Fig. 1: logic cells by family
The bar under the picture is 20 um long.
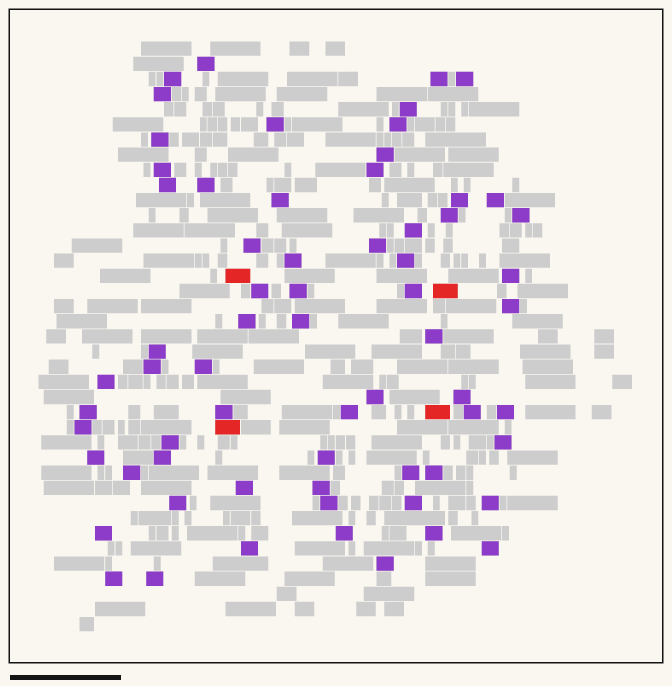
Fig. 2: cells colored by class
The bar under the picture is 20 um long.
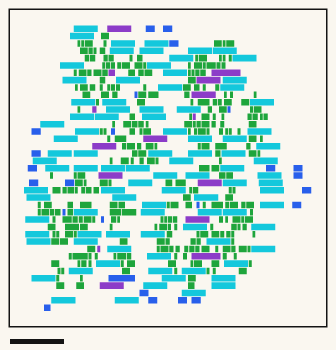
Fig. 3: drive-strength map
The bar under the picture is 20 um long.
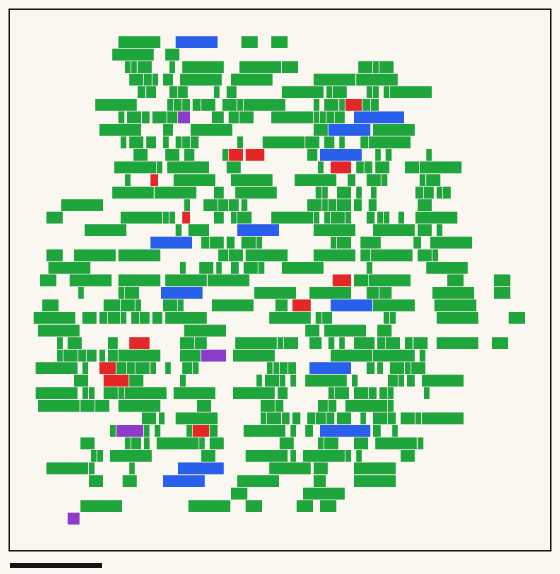
Fig. 4: routing congestion map
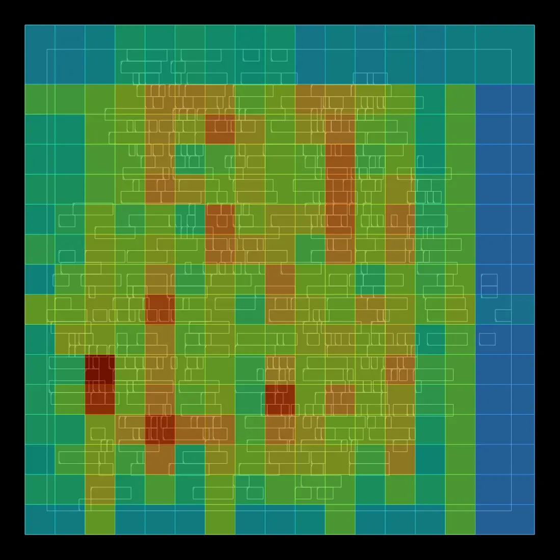
Fig. 5: where the registers sit
The bar under the picture is 20 um long. Other sequential cells in the stronger gray, the rest of the logic in the fainter gray.
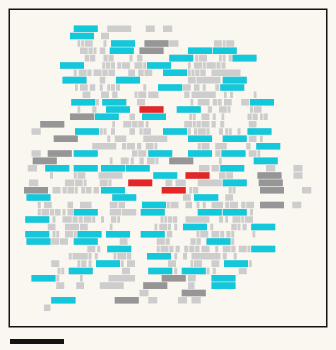
==> src/rtl/wingbutled_debounce_if.sv <==
// Button/LED wing button bus: raw buttons in, conditioned levels and pulses out.
// The master drives the raw buttons; the slave is the debouncer.
interface wingbutled_debounce_if #(
   parameter int WIDTH = 4
);
   logic [WIDTH-1:0] btn_raw;
   logic [WIDTH-1:0] btn_level;
   logic [WIDTH-1:0] btn_press;
   logic [WIDTH-1:0] btn_release;
   logic             btn_any;

   modport master (
      output btn_raw,
      input  btn_level,
      input  btn_press,
      input  btn_release,
      input  btn_any
   );

   modport slave (
      input  btn_raw,
      output btn_level,
      output btn_press,
      output btn_release,
      output btn_any
   );
endinterface

==> src/rtl/wingbutled_debounce.sv <==
// Per-button two-flop synchroniser and stability-counter debouncer producing
// clean levels, one-cycle press/release pulses and a registered any-pressed flag.
module wingbutled_debounce #(
   parameter int WIDTH       = 4,
   parameter int BOARD_CK    = 32000000,
   parameter int DEBOUNCE_US = 5000
) (
   input  logic                  clk,
   input  logic                  reset_n,
   wingbutled_debounce_if.slave  bus
);

   localparam int N  = BOARD_CK / 1000000 * DEBOUNCE_US;
   localparam int CW = (N > 1) ? $clog2(N) : 1;

   localparam logic [CW-1:0] CNT_MAX  = CW'(N - 1);
   localparam logic [CW-1:0] CNT_ONE  = CW'(1);
   localparam logic [CW-1:0] CNT_ZERO = CW'(0);

   generate
      if (N < 2) begin : g_n_check
         $error("wingbutled_debounce: debounce length must be at least 2 cycles");
      end
   endgenerate

   logic [WIDTH-1:0] sync1_q;
   logic [WIDTH-1:0] sync2_q;
   logic [WIDTH-1:0] stable_q;
   logic [WIDTH-1:0] stable_d;
   logic [WIDTH-1:0] press_q;
   logic [WIDTH-1:0] press_d;
   logic [WIDTH-1:0] release_q;
   logic [WIDTH-1:0] release_d;
   logic             any_q;
   logic             any_d;
   logic [CW-1:0]    cnt_q [WIDTH];
   logic [CW-1:0]    cnt_d [WIDTH];

   // Two-flop synchroniser; only the second stage feeds the debounce logic.
   always_ff @(posedge clk or negedge reset_n) begin
      if (!reset_n) begin
         sync1_q <= '0;
         sync2_q <= '0;
      end else begin
         sync1_q <= bus.btn_raw;
         sync2_q <= sync1_q;
      end
   end

   // Per-bit stability counter: N consecutive disagreeing edges commit the new level.
   always_comb begin
      stable_d  = stable_q;
      press_d   = '0;
      release_d = '0;
      for (int i = 0; i < WIDTH; i++) begin
         cnt_d[i] = cnt_q[i];
         if (sync2_q[i] == stable_q[i]) begin
            cnt_d[i] = CNT_ZERO;
         end else if (cnt_q[i] == CNT_MAX) begin
            stable_d[i]  = sync2_q[i];
            cnt_d[i]     = CNT_ZERO;
            press_d[i]   = sync2_q[i];
            release_d[i] = ~sync2_q[i];
         end else begin
            cnt_d[i] = cnt_q[i] + CNT_ONE;
         end
      end
      any_d = |stable_d;
   end

   // Debounce state and registered outputs.
   always_ff @(posedge clk or negedge reset_n) begin
      if (!reset_n) begin
         stable_q  <= '0;
         press_q   <= '0;
         release_q <= '0;
         any_q     <= 1'b0;
         for (int i = 0; i < WIDTH; i++) begin
            cnt_q[i] <= CNT_ZERO;
         end
      end else begin
         stable_q  <= stable_d;
         press_q   <= press_d;
         release_q <= release_d;
         any_q     <= any_d;
         for (int i = 0; i < WIDTH; i++) begin
            cnt_q[i] <= cnt_d[i];
         end
      end
   end

   assign bus.btn_level   = stable_q;
   assign bus.btn_press   = press_q;
   assign bus.btn_release = release_q;
   assign bus.btn_any     = any_q;

endmodule

==> src/flat_wrapper.sv <==
// flat-port wrapper written by rule: the top's interface ports become plain ports
module wingbutled_debounce_flat 
#(
   parameter int WIDTH       = 4,
   parameter int BOARD_CK    = 32000000,
   parameter int DEBOUNCE_US = 5000
)
  (clk, reset_n, bus_btn_raw, bus_btn_level, bus_btn_press, bus_btn_release, bus_btn_any);
  wingbutled_debounce_if #(.WIDTH(WIDTH)) bus_i ();
  input  logic clk;
  input  logic reset_n;
  input wire logic [$bits(bus_i.btn_raw)-1:0] bus_btn_raw;
  output wire logic [$bits(bus_i.btn_level)-1:0] bus_btn_level;
  output wire logic [$bits(bus_i.btn_press)-1:0] bus_btn_press;
  output wire logic [$bits(bus_i.btn_release)-1:0] bus_btn_release;
  output wire logic [$bits(bus_i.btn_any)-1:0] bus_btn_any;
  assign bus_i.btn_raw = bus_btn_raw;
  assign bus_btn_level = bus_i.btn_level;
  assign bus_btn_press = bus_i.btn_press;
  assign bus_btn_release = bus_i.btn_release;
  assign bus_btn_any = bus_i.btn_any;
  wingbutled_debounce #(.WIDTH(WIDTH), .BOARD_CK(BOARD_CK), .DEBOUNCE_US(DEBOUNCE_US)) u_core (.clk(clk), .reset_n(reset_n), .bus(bus_i));
endmodule
==> config.mk <==
export PLATFORM = sky130hd
export DESIGN_NAME = wingbutled_debounce_flat
export DESIGN_NICKNAME = d
export VERILOG_FILES = /design/src/rtl/wingbutled_debounce_if.sv /design/src/rtl/wingbutled_debounce.sv /design/src/flat_wrapper.sv
export SDC_FILE = /design/constraint.sdc
export NUM_CORES = 1
export LEC_CHECK = 0
export ABC_CLOCK_PERIOD_IN_PS = 2400
export CORE_MARGIN = 5
export CORE_UTILIZATION = 36
export CTS_BUF_LIST = sky130_fd_sc_hd__clkbuf_16
export DETAILED_ROUTE_END_ITERATION = 8
export GPL_TIMING_DRIVEN = 0
export PLACE_DENSITY_LB_ADDON = 0.25
export SKIP_CTS_REPAIR_TIMING = 1
export SYNTH_ARGS = -nofsm -noshare
export SYNTH_HDL_FRONTEND = slang
export SYNTH_SLANG_ARGS = --single-unit
==> constraint.sdc <==
create_clock -name clk -period 2.4 [get_ports clk]
set_input_delay 0.48 -clock clk [delete_from_list [all_inputs] [get_ports clk]]
set_output_delay 0.48 -clock clk [all_outputs]
set_load 0.005 [all_outputs]
==> impl.org <==
#+TITLE: Synthesis and PnR summary

** Run status
- The run finished with clean final reports.

** Worst setup path
- The report shows a maximum critical-path fanout of 4.
- CP Data Arrival Time :: between 2000 and 2500 ps
- Critical Path RT :: approximately 2600 ps
- Critical path class :: reg -> reg
- The worst setup path is captured at a flop.
- Startpoint class of the critical path :: flop

** Clocking
- Maximum buffer depth of the clock tree :: 2
- TritonCTS built the clock tree.
- Clk latency late pin :: between 300 and 400 ps
- Htree depth :: 3
- After clock tree synthesis, the clock-pin slew on the worst setup and hold paths is approximately 60 ps.
- The CTS report gives the tree buffer count as 9.
- The tree built by TritonCTS fans out to between 90 and 100 sinks.
- Master cell of the clock root buffer :: sky130_fd_sc_hd__clkbuf_16

** Pwr
- Sequential share of power :: 0.507
- The power report attributes to the clock group a share of 0.462.
- Combinational Power Share :: 0.030
- The internal portion of the total power is approximately 2.5 mW.
- Pwr/cell area :: 660 nW/um2
- The net switching power in the latest report is roughly 0.67 mW.
- Total power :: between 3 and 4 mW
- Fraction of power spent switching nets :: 0.209
- Looking at the VDD voltage map, the peak drop is 328 uV.
- Leakage power :: 2.08 nW

** Synth
- Cell area after synthesis :: around 4100 um2
- Of the total synthesized cell area, the portion taken by XOR and XNOR cells is 0.140.
- Ys async rst share :: 1.00
- The portion of synthesized area spent on multiplexers is 0.0118.
- In this run, synthesis inferred 0 flip-flops with an integrated enable.
- In this run, the synthesized area fraction spent on AND-OR/OR-AND gates is recorded as 0.00606.
- The area fraction of the largest cell type after synthesis is 0.563.
- The number of nets handed over by synthesis was ~400.
- Dominant cells by area after synthesis :: sky130_fd_sc_hd__dfrtp_1, sky130_fd_sc_hd__xor2_1, sky130_fd_sc_hd__nor2_1, sky130_fd_sc_hd__xnor2_1, sky130_fd_sc_hd__nand3_1
- Average cell area after synthesis :: approximately 11 um2
- Counting distinct cell types in the post-synthesis netlist gives 34.
- Yosys cell count :: roughly 390
- Cell count after synthesis :: 389
- Of the synthesized area, sequential elements account for 0.563.
- The synthesis report lists the Yosys warning total as 0.
- Main logic family after synthesis :: simple AND/OR/NAND/NOR gates
- Counting flops and latches in the post-synthesis netlist gives about 93.
- For this run the top cell type by instance count after synthesis was sky130_fd_sc_hd__dfrtp_1.
- Adder Area Share :: 0.0121
- In the synthesized netlist, the cells that appear most often are sky130_fd_sc_hd__dfrtp_1, sky130_fd_sc_hd__nor2_1, sky130_fd_sc_hd__xor2_1.
- Post-synth the commonest register cell is sky130_fd_sc_hd__dfrtp_1.
- Of the total synthesized cell area, the portion taken by AND, OR, NAND and NOR gates is 0.257.
- Chip area line of the yosys report :: around 4100 um2
- The largest total area in the synthesized netlist belongs to sky130_fd_sc_hd__dfrtp_1.

** Cells and area
- Of the cells placed in the final design, the portion with a size suffix greater than 1 is 0.0662.
- Fill cells in the final layout number 1108.
- Top Layout Cells :: sky130_fd_sc_hd__dfrtp_1, sky130_fd_sc_hd__nor2_1, sky130_fd_sc_hd__xor2_1, sky130_fd_sc_hd__nand3_1, sky130_fd_sc_hd__xnor2_1
- The number of antenna diodes in the final layout is 0.
- Final-stage net count :: between 400 and 500

** Final timing
- Dividing the final minimum period by the clock period gives 0.943.
- Highest achievable clock rate :: 442 MHz
- Finish-stage setup viols :: 0
- RSZ-0062 raised after global routing :: false
- Max Transition Viols Final :: 0
- At the pin with the least slew margin, the transition time is between 500 and 600 ps.
- On the final layout, the worst clock skew is about 6.5 ps.
- Final hold violation count :: 0
- Worst slew margin relative to its limit :: 0.609
- Subtracting the final worst setup slack from the clock period gives around 2300 ps.

** Drt
- Count of nets left with antenna violations after detail routing :: 0
- Detailed-route iteration 0 reported a violation count of approximately 110.
- The wire length recorded after detailed routing is between 7 and 8 mm.
- The first TritonRoute pass finished after 4 iterations.
- In the routed design, unresolved DRC markers number 0.
- Vias/cell :: 4.95
- For this block, the via count after detailed routing is roughly 2.8k.

** Placement
- As logged by OpenROAD, the buffers inserted on ports number 18.
- The HPWL after detailed placement is roughly 5 mm.
- Final GP Congestion :: ~0.77
- Per the detailed placement report, the placed cell area equals 4510 um2.

** Die
- Measured along the y axis, the die boundary spans about 120 um.
- Horizontal die dimension :: approximately 120 um
- Init Core Util :: 0.365
- After floorplanning, the core was sized to cover 11300 um2.
- In this run the count of I/O pins placed on the die edge is 19.
- Chip footprint :: ~14000 um2

** GRT
- The first global-routing pass estimated between 10 and 15 mm of wire.
- Antenna violations before repair :: 0
- Recorded from the global router log, the overflow total was 0.
- Number of global-route vias before repair :: 2865
- Total global-route track usage over all layers is 0.122.
- Entering global routing, the biggest net connects roughly 50 pins.

** Job
- Max Cap Viol :: 0
- Summing over the stages, the warning tally comes to 26.

** Worst hold path
- The min-delay analysis places its worst path in the category in -> async.
## Picture notes: Fig. 1
red -> adder and majority cells  # cells 4, where center
purple -> XOR/XNOR gates  # cells 66
Cell Count, Final, Fillers Out: 566
combinational fraction of the cell area: 0.367
most common logic cell in the routed design: sky130_fd_sc_hd__dfrtp_1

## Picture notes: Fig. 2
cyan -> flip-flops  # cells 93, share of their area 50%
green -> all other logic  # cells 290, share of their area 38%
blue -> other buffers and delay cells  # cells 25, share of their area 4.9%
purple -> clock drivers and dummy loads  # cells 15, share of their area 6.6%
Site Rows: 39
core utilization of the finished layout: 0.426
proportion of cell area occupied by registers: 0.482

## Picture notes: Fig. 3
purple -> drive 3 to 4  # cells 4, share 0.95%
red -> drive 2  # cells 12, share 2.8%
blue -> drive 6 and up  # cells 12, share 2.8%
green -> drive 1 or less  # cells 395, share 93%
number of buffers other than clock buffers in the final layout: 25
post-route setup slack: 137 ps
area added between synthesis and finish: 16.8%
post-route cell area: 4820 um2

## Picture notes: Fig. 4
global-route met3 utilization: 0.0308
met2 Use GR: 0.195
post-DR wirelength/cell: 13.1 um

## Picture notes: Fig. 5
red -> `u_core.bus.btn_level`  # flops 4, where center
cyan -> `u_core.cnt_q`  # flops 72
not colored = 17
sequential cell area: 2330 um2
power of the sequential group: 1.62 mW

## worst paths after layout
check | start | to | slack (ps) | depth (start not counted)
hold / removal | reset_n | u_core.cnt_q[25]$_DFF_PN0_ | 140 | 1
setup reg to reg | u_core.cnt_q[18]$_DFF_PN0_ | u_core.bus.btn_any$_DFF_PN0_ | 140 | 6
max in group asynchronous | reset_n | u_core.cnt_q[70]$_DFF_PN0_ | 1610 | 2
setup / recovery | u_core.cnt_q[18]$_DFF_PN0_ | u_core.bus.btn_any$_DFF_PN0_ | 140 | 6
hold reg to reg | u_core.sync1_q[1]$_DFF_PN0_ | u_core.sync2_q[1]$_DFF_PN0_ | 350 | 0
min in group clk | u_core.sync1_q[1]$_DFF_PN0_ | u_core.sync2_q[1]$_DFF_PN0_ | 350 | 0
## sequential cells by signal, summed over array words and instances, names as in the netlist
signal                  cells
u_core.bus.btn_any          1
u_core.bus.btn_level        4
u_core.bus.btn_release      4
u_core.cnt_q               72
u_core.bus.btn_press        4
u_core.sync1_q              4
u_core.sync2_q              4
## metrics by stage
| stage | cells | hold slack (ps) | setup TNS (ps) | worst slack (ps) | utilization |
|---|---|---|---|---|---|
| after CTS | 566 | 159 | 0 | 89.8 | 0.426 |
| after floorplan | 389 | 184 | 0 | 371 | - |
| final | 566 | 139 | 0 | 137 | 0.426 |
| after detailed placement | 551 | 337 | 0 | 109 | 0.399 |
| after global placement | 550 | 331 | -240840 | -2600 | 0.397 |
| after global routing | 566 | 193 | 0 | 1.90 | 0.426 |
## power groups by stage
stage / Clock [mW] / Sequential, mW / Combinational [mW]
CTS: 1.52 / 1.62 / 0.102
finish: 1.47 / 1.62 / 0.0966
floorplan: 0 / 1.64 / 0.0434
global placement: 0 / 1.65 / 0.0946
global route: 1.59 / 1.62 / 0.116
detailed placement: 0 / 1.65 / 0.101
## routing by layer
layer	wire, um	GRT usage	vias up
li1	-	-	1385
met1	3620	0.158	1373
met2	3440	0.195	34
met3	233	0.0308	11
met4	130	0.0497	0
met5	0	0	-
## final cells by class
class	instances	area, um2	area share
multi-input cells	286	1770	0.367
flip-flops and latches	93	2330	0.482
well taps	143	179	0.0371
clock inverters	6	80.1	0.0166
inverters	4	15.0	0.00311
plain buffers	6	23.8	0.00493
repair buffers	19	205	0.0425
clock buffers	9	225	0.0467
## worst max-delay path, stage by stage, from the launching register on
cell                      delay, ps
sky130_fd_sc_hd__dfrtp_1        400
sky130_fd_sc_hd__ha_1           230
sky130_fd_sc_hd__nand3_2        140
sky130_fd_sc_hd__nor3_4         260
sky130_fd_sc_hd__nand4_2        190
sky130_fd_sc_hd__mux2_4         340
sky130_fd_sc_hd__or4_1          560
## cells by family after synthesis
| kind of cell | count (synthesis) |
|---|---|
| multiplexers | 4 |
| XOR/XNOR | 66 |
| adder cells (fa/ha/maj) | 4 |
| AND-OR/OR-AND | 5 |
| flip-flops | 93 |
| buffers and inverters | 10 |
| AND/OR/NAND/NOR | 207 |
No activity file was given, so power comes from the tool's default toggle rates.
